**src/rtl/store_buffer_pkg.sv**
```systemverilog
// Shared types and sizing helpers for the store buffer.
//   sb_state_t      : RUN accepts stores; DRAIN blocks stores until the queue empties.
//   data_byte_size  : bytes per store data word.
//   idx_width       : bits needed to index a byte inside the data word.
package store_buffer_pkg;

  typedef enum logic {SB_RUN, SB_DRAIN} sb_state_t;

  function automatic int unsigned data_byte_size(input int unsigned data_width);
    return data_width / 8;
  endfunction

  function automatic int unsigned idx_width(input int unsigned data_width);
    return $clog2(data_width / 8);
  endfunction

endpackage

```
**src/rtl/byte_range_overlap.sv**
```systemverilog
// Checks whether two byte ranges [addr_a, addr_a+n_a) and [addr_b, addr_b+n_b) intersect.
//   addr_a, n_a : first range start and length in bytes
//   addr_b, n_b : second range start and length in bytes
//   hit         : ranges share at least one byte; an empty range never hits
// End addresses carry one extra bit so a range touching the top of the address space
// does not wrap around and alias with low addresses.
module byte_range_overlap #(
  parameter int unsigned ADDR_WIDTH = 32,
  parameter int unsigned N_WIDTH    = 3
) (
  input  logic [ADDR_WIDTH-1:0] addr_a,
  input  logic [N_WIDTH-1:0]    n_a,
  input  logic [ADDR_WIDTH-1:0] addr_b,
  input  logic [N_WIDTH-1:0]    n_b,
  output logic                  hit
);

  logic [ADDR_WIDTH:0] start_a;
  logic [ADDR_WIDTH:0] start_b;
  logic [ADDR_WIDTH:0] end_a;
  logic [ADDR_WIDTH:0] end_b;

  always_comb begin
    start_a = {1'b0, addr_a};
    start_b = {1'b0, addr_b};
    end_a   = start_a + (ADDR_WIDTH + 1)'(n_a);
    end_b   = start_b + (ADDR_WIDTH + 1)'(n_b);
    hit     = (n_a != '0) && (n_b != '0) && (start_a < end_b) && (start_b < end_a);
  end

endmodule

```
**src/rtl/store_buffer.sv**
```systemverilog
// Posted-write queue between the CPU store path and the memory write port.
//   clk, rst               : clock, synchronous active-high reset
//   st_valid/st_ready      : store handshake; st_addr/st_data/st_bytes describe the store
//   ld_addr/ld_bytes       : load range to check; ld_hazard flags overlap with a buffered store
//   flush_req/flush_done   : fence drain request and single-cycle completion pulse
//   empty                  : no buffered stores
//   mem_write_*            : head entry presented to memory; mem_write_done commits it at the
//                            next clock edge
// Stores are kept in a circular FIFO and drained strictly in order. A zero-byte store completes
// its handshake but is not queued; oversized stores are clamped to a full data word.
module store_buffer
  import store_buffer_pkg::*;
#(
  parameter int unsigned ADDR_WIDTH = 32,
  parameter int unsigned DATA_WIDTH = 32,
  parameter int unsigned DEPTH      = 4,
  localparam int unsigned IDX_W     = idx_width(DATA_WIDTH)
) (
  input  logic                  clk,
  input  logic                  rst,
  input  logic                  st_valid,
  output logic                  st_ready,
  input  logic [ADDR_WIDTH-1:0] st_addr,
  input  logic [DATA_WIDTH-1:0] st_data,
  input  logic [IDX_W:0]        st_bytes,
  input  logic [ADDR_WIDTH-1:0] ld_addr,
  input  logic [IDX_W:0]        ld_bytes,
  output logic                  ld_hazard,
  input  logic                  flush_req,
  output logic                  flush_done,
  output logic                  empty,
  output logic                  mem_write_activate,
  output logic [ADDR_WIDTH-1:0] mem_write_addr,
  output logic [DATA_WIDTH-1:0] mem_write_data,
  output logic [IDX_W:0]        mem_bytes_to_write,
  input  logic                  mem_write_done
);

  localparam int unsigned PTR_W = $clog2(DEPTH);
  localparam int unsigned CNT_W = $clog2(DEPTH + 1);
  localparam logic [IDX_W:0]   MAX_BYTES = (IDX_W + 1)'(data_byte_size(DATA_WIDTH));
  localparam logic [CNT_W-1:0] FULL_CNT  = CNT_W'(DEPTH);

  typedef struct packed {
    logic [ADDR_WIDTH-1:0] addr;
    logic [DATA_WIDTH-1:0] data;
    logic [IDX_W:0]        bytes;
  } store_entry_t;

  store_entry_t     entries_q [DEPTH];
  logic [PTR_W-1:0] head_q;
  logic [PTR_W-1:0] tail_q;
  logic [CNT_W-1:0] count_q;
  sb_state_t        state_q;

  logic             cnt_empty;
  logic             push_hs;
  logic             push;
  logic             pop;
  logic [IDX_W:0]   st_bytes_sat;
  store_entry_t     head_entry;

  always_comb begin
    cnt_empty    = (count_q == '0);
    st_bytes_sat = (st_bytes > MAX_BYTES) ? MAX_BYTES : st_bytes;
    // No full-bypass: a pop in the same cycle does not open a slot for a push.
    st_ready     = !rst && (state_q == SB_RUN) && (count_q != FULL_CNT);
    push_hs      = st_valid && st_ready;
    push         = push_hs && (st_bytes != '0);
    // Outputs are forced to their idle values while reset is held, so a write_done
    // arriving during reset can never pop or commit anything.
    empty              = rst || cnt_empty;
    mem_write_activate = !empty;
    pop                = mem_write_done && mem_write_activate;
    head_entry         = mem_write_activate ? entries_q[head_q] : '0;
    mem_write_addr     = head_entry.addr;
    mem_write_data     = head_entry.data;
    mem_bytes_to_write = head_entry.bytes;
    flush_done         = !rst && (state_q == SB_DRAIN) && cnt_empty;
  end

  // Load hazard: every slot between head and head+count is live. The entry being popped this
  // cycle still counts because memory only commits it at the coming edge.
  logic [DEPTH-1:0] entry_valid;
  logic [DEPTH-1:0] entry_hit;

  for (genvar i = 0; i < DEPTH; i++) begin : g_entry
    logic [PTR_W-1:0] offset;
    assign offset         = PTR_W'(i) - head_q;
    assign entry_valid[i] = CNT_W'(offset) < count_q;

    byte_range_overlap #(
      .ADDR_WIDTH (ADDR_WIDTH),
      .N_WIDTH    (IDX_W + 1)
    ) u_overlap (
      .addr_a (entries_q[i].addr),
      .n_a    (entries_q[i].bytes),
      .addr_b (ld_addr),
      .n_b    (ld_bytes),
      .hit    (entry_hit[i])
    );
  end

  assign ld_hazard = !rst && |(entry_valid & entry_hit);

  always_ff @(posedge clk) begin
    if (rst) begin
      head_q  <= '0;
      tail_q  <= '0;
      count_q <= '0;
      state_q <= SB_RUN;
      for (int i = 0; i < DEPTH; i++) begin
        entries_q[i] <= '0;
      end
    end else begin
      if (push) begin
        entries_q[tail_q] <= '{addr: st_addr, data: st_data, bytes: st_bytes_sat};
        tail_q            <= tail_q + PTR_W'(1);
      end
      if (pop) begin
        head_q <= head_q + PTR_W'(1);
      end
      case ({push, pop})
        2'b10:   count_q <= count_q + CNT_W'(1);
        2'b01:   count_q <= count_q - CNT_W'(1);
        default: count_q <= count_q;
      endcase
      // flush_req while already draining is ignored; DRAIN exits the cycle after empty.
      case (state_q)
        SB_RUN:   if (flush_req) state_q <= SB_DRAIN;
        SB_DRAIN: if (cnt_empty) state_q <= SB_RUN;
        default:  state_q <= SB_RUN;
      endcase
    end
  end

endmodule

```
**config.mk**
```make
export PLATFORM = sky130hd
export DESIGN_NAME = store_buffer
export DESIGN_NICKNAME = d
export VERILOG_FILES = /design/src/rtl/store_buffer_pkg.sv /design/src/rtl/byte_range_overlap.sv /design/src/rtl/store_buffer.sv
export SDC_FILE = /design/constraint.sdc
export NUM_CORES = 1
export LEC_CHECK = 0
export CAP_MARGIN = 20
export CORE_AREA = 4 4 182 202
export CTS_CLUSTER_SIZE = 40
export DETAILED_ROUTE_END_ITERATION = 10
export DIE_AREA = 0 0 186 206
export PLACE_DENSITY = 0.88
export SYNTH_ARGS = -nofsm -noshare
export SYNTH_HDL_FRONTEND = slang
export SYNTH_SLANG_ARGS = --single-unit
export TNS_END_PERCENT = 20
```
**constraint.sdc**
```tcl
create_clock -name clk -period 6.4 [get_ports clk]
set_clock_uncertainty 0.1 [all_clocks]
set_input_delay 1.28 -clock clk [delete_from_list [all_inputs] [get_ports clk]]
set_output_delay 1.28 -clock clk [all_outputs]
set_load 0.02 [all_outputs]
```
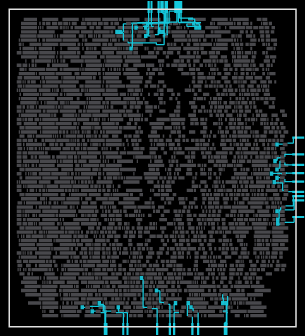
run_1/port_trees.png
Key: mem_write_addr = cyan [bits 32, direction output, edge 12 north, 11 south, 9 east, end cells 32, wire 667 µm]
IO Count: 179
count of input and output buffers: 178

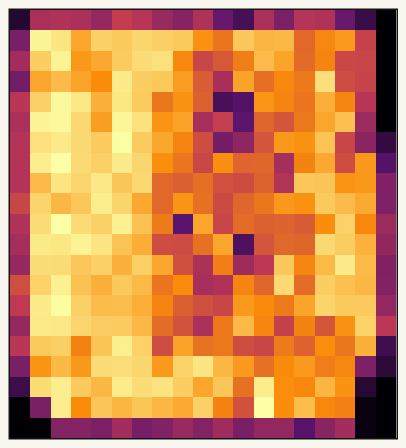
run_1/util_map.png
19 x 21 tiles, from black (low) to pale yellow (high), 0 to 100% covered.
The densest ninth of the die: west. The fullest tile reaches 100%. 49% of the tiles are over 75% full. 3.0% of the tiles are nearly empty.
final design utilization: 0.7622
core footprint: 0.03477 mm²
initial standard-cell utilization of the core: 0.5942

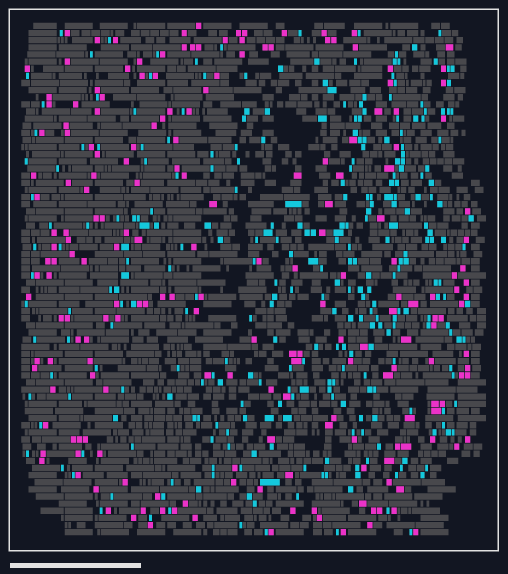
run_1/gates.png
The bar under the picture is 50 µm long.
Key: and/or cells = magenta [cells 202, most used and2_1, where spread over the die]; nand cells = cyan [cells 299, most used nand2_1, where spread over the die]
fraction of area in multi-input gates: 0.4722
most common library cell in the layout ignoring fill and taps: edfxtp_1
post-route non-filler standard cell count: 2840

==> out/results.tsv, run 1 <==
metric	value	unit
totalNegativeSetupSlack	-0.1337	ns
compound_area_frac	0.07800	
status	complete, but fails checks	
mostFrequentLayoutCells	edfxtp_1, ha_1, buf_4	
ys_ff	278	
die_x	186	µm
tool_warnings	29	
sequential_power	2.26	mW
cpMostUsedCell	buf_6	
worst_case_headroom_to_the_max_slew_limit	0.3331	
place.detailed.instances	2761	
detailroute.wirelength.met2	31970	µm
internal_power	3.749	mW
totalWireLength	69470	µm
netlist.area_leader.share	0.3895	
yosys_chip_area	0.02066	mm²
syn-mean-instance-area	10.51	µm²
place.detailed.hpwl	50870	µm
holdWs	0.4532	ns
cap_violations	0	
rsz0062_at_grt	true	
sh_seq_area	0.3115	
fin_nets	2751	
critPathMaxStageDelay	0.58	ns
switchingPower	1.552	mW
most_used_standard_cell_by_instance_count_after_synthesis	edfxtp_1	
timing_worst_setup_path_type	reg -> out	
clock_sink_count	278	
floorplan.die_area	0.03832	mm²
endpoint_worst_hold	state_q$_SDFF_PP0_	
avg_vias_per_cell	6.384	
numCtsBuffers	29	
grt_pass1_vias	18300	
cts-htree-levels	1	
num-fill-cells	2203	
layout_worst_path_cycle_share	1.021	
route.detailed.wl_per_inst	24.46	µm
postSynth.topFlopCell	edfxtp_1	
met1_usage	0.4934	
detailroute.wirelength.met3	7435	µm
final.setup.worst_slack	-0.1337	ns
cts_hold_repair.buffers	0	
synth.mux.area_fraction	0.07303	
met2_usage	0.5707	
synth_cells	1965	
tightestPinTransition	1.000	ns
top_power_group	sequential cells	
final-seq-area	0.008255	mm²
worst-endpoint-required	5.02	ns
worst_hold_startpoint	state_q$_SDFF_PP0_	
clk_transition_reported_paths	0.06	ns
synthTopLogicFamily	simple AND/OR/NAND/NOR gates	
post_synth_top_cells	edfxtp_1, ha_1, nor2_1	
critPathBufInv	5	
power_per_cell_area	200.0	mW/mm²
powerComb	1.23	mW
setup_violations	1	
drcViolationCount	0	
total_power	5.301	mW
clkLatencyLatePin	0.56	ns
r2r_cells	6	
violations_in_the_final_reports	setup timing	
clock_buffer_count	37	
static-leakage-power	10.93	nW
vertical_die_size	206	µm
syn-cell-area	0.02066	mm²
grt-busiest-layer	met2	
yosys-stat-cells	1965	
tritoncts	built	
synthXorXnorAreaFrac	0.06661	
dr_total_vias	18130	
basic_gates_by_area	0.1860	
worst-r2r-setup-slack	2.95	ns
clock.fmax	0.1531	GHz
timing.hold.worst.class	reg -> reg	
post-cts-setup-buffers	14	
==> run 2: changes to the inputs <==
CORE_AREA = 4 4 180 199   (was 4 4 182 202)
CTS_BUF_LIST = sky130_fd_sc_hd__clkbuf_16   (was not set)
DIE_AREA = 0 0 184 203   (was 0 0 186 206)
DONT_BUFFER_PORTS = 1   (was not set)
PLACE_DENSITY = 0.83   (was 0.88)
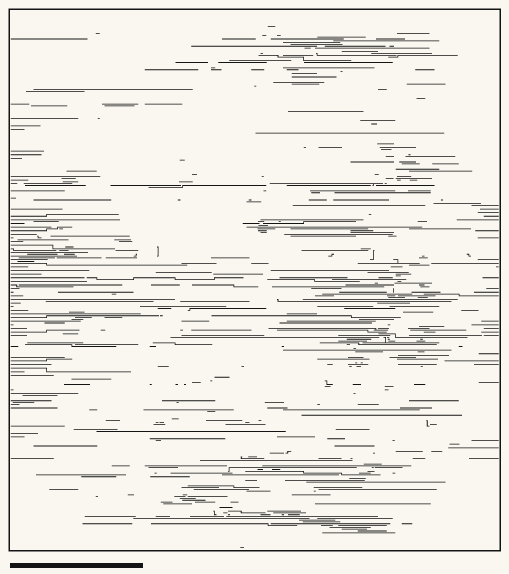
run_2/m3.png
The bar under the picture is 50 µm long.
The layer carries 7140 µm of wire. The layer holds 11% of the routed length.
met3 Track Usage GR: 0.08762
final wirelength: 63830 µm
via count: 16300

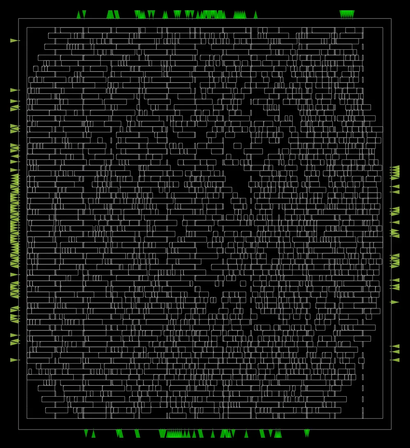
run_2/placed.png
number of sequential storage elements: 278
number of fillers in the final layout: 2503

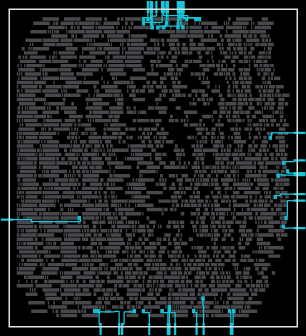
run_2/port_trees.png
Key: mem_write_addr = cyan [bits 32, direction output, edge 13 north, 11 south, 7 east, 1 west, end cells 32, wire 439 µm]
count of input and output buffers: 0

==> out/results.tsv, run 2 <==
metric	value	unit	change
tritonroute_pass_1_iters	5		unchanged
place.detailed.instances	2446		was 2761
postSynth.topFlopCell	edfxtp_1		unchanged
tritoncts	built		unchanged
switchingPower	1.415	mW	was 1.552 mW
cap_violations	0		unchanged
clkLatencyLatePin	0.54	ns	was 0.56 ns
netlist.area_leader.share	0.3895		unchanged
worst_case_headroom_to_the_max_slew_limit	0.3362		was 0.3331
tool_warnings	29		unchanged
post_route_non_filler_standard_cell_count	2515		was 2840
grt_pass1_vias	16150		was 18300
post-cts-setup-buffers	5		was 14
synth_cells	1965		unchanged
final_core_util	0.6857		was 0.7622
ys_ff	278		unchanged
top_power_group	sequential cells		unchanged
grt-busiest-layer	met2		unchanged
clock_buffer_count	29		was 37
status	complete, but fails checks		unchanged
worst-r2r-setup-slack	2.43	ns	was 2.95 ns
fin_nets	2433		was 2751
combAreaFraction	0.5263		was 0.4722
compound_area_frac	0.07800		unchanged
avg_vias_per_cell	6.481		was 6.384
most_used_standard_cell_by_instance_count_after_synthesis	edfxtp_1		unchanged
final-seq-area	0.008255	mm²	unchanged
timing.hold.worst.class	reg -> reg		unchanged
rsz0062_at_grt	true		unchanged
route.top_layer_used	met4		was met5
final_period_demand_of_the_worst_path	6.408	ns	was 6.534 ns
maxSlewViolCount	0		unchanged
place.detailed.hpwl	46740	µm	was 50870 µm
synthTopLogicFamily	simple AND/OR/NAND/NOR gates		unchanged
mostFrequentLayoutCell	edfxtp_1		unchanged
timing_worst_setup_path_type	in -> out		was reg -> out
grt_start_max_net_pins	68		unchanged
basic_gates_by_area	0.1860		unchanged
violations_in_the_final_reports	setup timing		unchanged
power_per_cell_area	207.9	mW/mm²	was 200.0 mW/mm²
floorplan.initialDensity	0.6088		was 0.5942
r2r_cells	8		was 6
met2_usage	0.5262		was 0.5707
synth.mux.area_fraction	0.07303		unchanged
detailroute.wirelength.met2	29480	µm	was 31970 µm
syn-cell-area	0.02066	mm²	unchanged
cts-htree-levels	1		unchanged
vertical_die_size	203	µm	was 206 µm
synthesis.yosys.warnings	0		unchanged
powerComb	0.980	mW	was 1.23 mW
totalNegativeSetupSlack	-0.008406	ns	was -0.1337 ns
io_pins	179		unchanged
endpoint_worst_hold	state_q$_SDFF_PP0_		unchanged
post_synth_top_cells	edfxtp_1, ha_1, nor2_1		unchanged
clock.fmax	0.1560	GHz	was 0.1531 GHz
route.detailed.wl_per_inst	25.38	µm	was 24.46 µm
syn-mean-instance-area	10.51	µm²	unchanged
sh_seq_area	0.3548		was 0.3115
worst-endpoint-required	5.02	ns	about the same
cts_hold_repair.buffers	0		unchanged
static-leakage-power	9.523	nW	was 10.93 nW
holdWs	0.4111	ns	was 0.4532 ns
sequential_power	2.25	mW	was 2.26 mW
met1_usage	0.4561		was 0.4934
numCtsBuffers	29		unchanged
setup_violations	1		unchanged
synth_top_area_cells	edfxtp_1, ha_1, mux4_2, and2_1, xor2_1		unchanged
clock_sink_count	278		unchanged
final.setup.worst_slack	-0.008406	ns	was -0.1337 ns
die_x	184	µm	was 186 µm
clk_transition_reported_paths	0.06	ns	about the same
worst_hold_startpoint	state_q$_SDFF_PP0_		unchanged
synthXorXnorAreaFrac	0.06661		unchanged
total_power	4.837	mW	was 5.301 mW
yosys_chip_area	0.02066	mm²	unchanged
tightestPinTransition	0.9957	ns	was 1.000 ns
yosys-stat-cells	1965		unchanged
floorplan.die_area	0.03735	mm²	was 0.03832 mm²
mostFrequentLayoutCells	edfxtp_1, ha_1, nor2_1		was edfxtp_1, ha_1, buf_4
run_2/gates.png
The bar under the picture is 50 µm long.
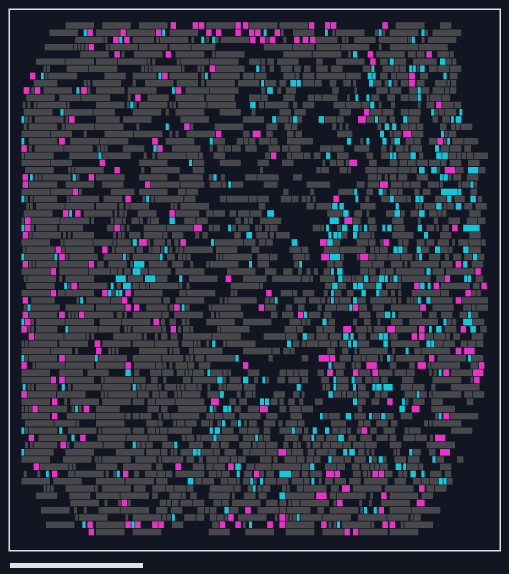

==> run 3: changes to the inputs <==
CAP_MARGIN = 0   (was 20)
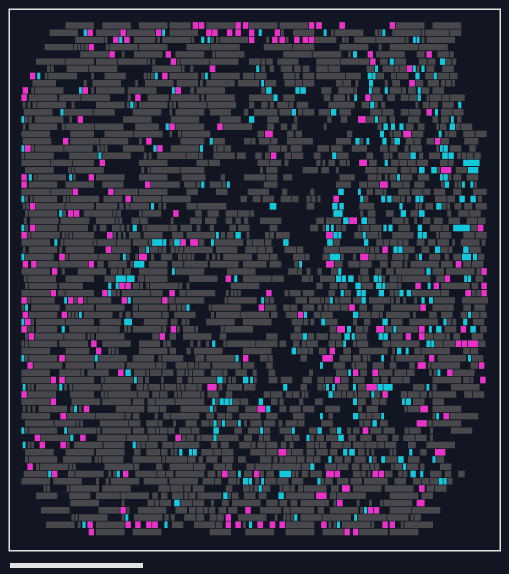
run_3/gates.png
The bar under the picture is 50 µm long.
Key: and/or cells = magenta [cells 202, most used and2_1, where spread over the die]; nand cells = cyan [cells 299, most used nand2_1, where spread over the die]
fraction of area in multi-input gates: 0.5265
post-route non-filler standard cell count: 2513

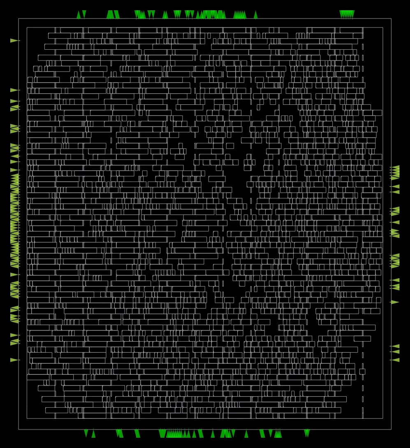
run_3/placed.png
tapcell count: 438
final design utilization: 0.6881
core footprint: 0.03394 mm²
number of fillers in the final layout: 2500

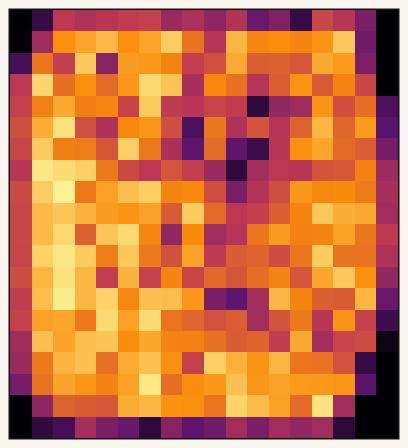
run_3/util_map.png
18 x 20 tiles, from black (low) to pale yellow (high), 0 to 100% covered.
The fullest tile reaches 97%. 34% of the tiles are over 75% full. The densest ninth of the die: west. The mean over all tiles is 61%. 3.9% of the tiles are nearly empty.
initial standard-cell utilization of the core: 0.6088

==> out/results.tsv, run 3 <==
metric	value	unit	change
status	complete, but fails checks		unchanged
violations_in_the_final_reports	setup timing		unchanged
worst_hold_startpoint	state_q$_SDFF_PP0_		unchanged
maxSlewViolCount	0		unchanged
totalNegativeSetupSlack	-0.002881	ns	was -0.008406 ns
grt_pass1_vias	16520		was 16150
timing.hold.worst.class	reg -> reg		unchanged
r2r_cells	7		was 8
setup_violations	1		unchanged
vertical_die_size	203	µm	unchanged
total_power	4.978	mW	was 4.837 mW
yosys_chip_area	0.02066	mm²	unchanged
port_buffers	0		unchanged
synth_top_area_cells	edfxtp_1, ha_1, mux4_2, and2_1, xor2_1		unchanged
die_x	184	µm	unchanged
route.top_layer_used	met5		was met4
mostFrequentLayoutCells	edfxtp_1, ha_1, nor2_1		unchanged
detailroute.wirelength.met3	6682	µm	was 7139 µm
cpMostUsedCell	buf_4		unchanged
layout_worst_path_cycle_share	1.000		was 1.001
worst-r2r-setup-slack	2.26	ns	was 2.43 ns
worst-endpoint-required	5.02	ns	about the same
place.detailed.hpwl	46570	µm	was 46740 µm
worst_case_headroom_to_the_max_slew_limit	0.2046		was 0.3362
tritoncts	built		unchanged
basic_gates_by_area	0.1860		unchanged
holdWs	0.4123	ns	was 0.4111 ns
clock_sink_count	278		unchanged
final-seq-area	0.008255	mm²	unchanged
fin_nets	2429		was 2433
route.detailed.wl_per_inst	25.60	µm	was 25.38 µm
avg_vias_per_cell	6.554		was 6.481
global_route.usage.met3	0.08260		was 0.08762
most_used_standard_cell_by_instance_count_after_synthesis	edfxtp_1		unchanged
final.setup.worst_slack	-0.002881	ns	was -0.008406 ns
synthesis.yosys.warnings	0		unchanged
ys_ff	278		unchanged
numCtsBuffers	29		unchanged
internal_power	3.547	mW	was 3.422 mW
clock.fmax	0.1562	GHz	was 0.1560 GHz
place.detailed.instances	2445		was 2446
detailroute.wirelength.met2	30180	µm	was 29480 µm
tool_warnings	29		unchanged
drcViolationCount	0		unchanged
rsz0062_at_grt	true		unchanged
critPathMaxStageDelay	0.38	ns	about the same
compound_area_frac	0.07800		unchanged
postSynth.topFlopCell	edfxtp_1		unchanged
No activity file was given, so power comes from the tool's default toggle rates.
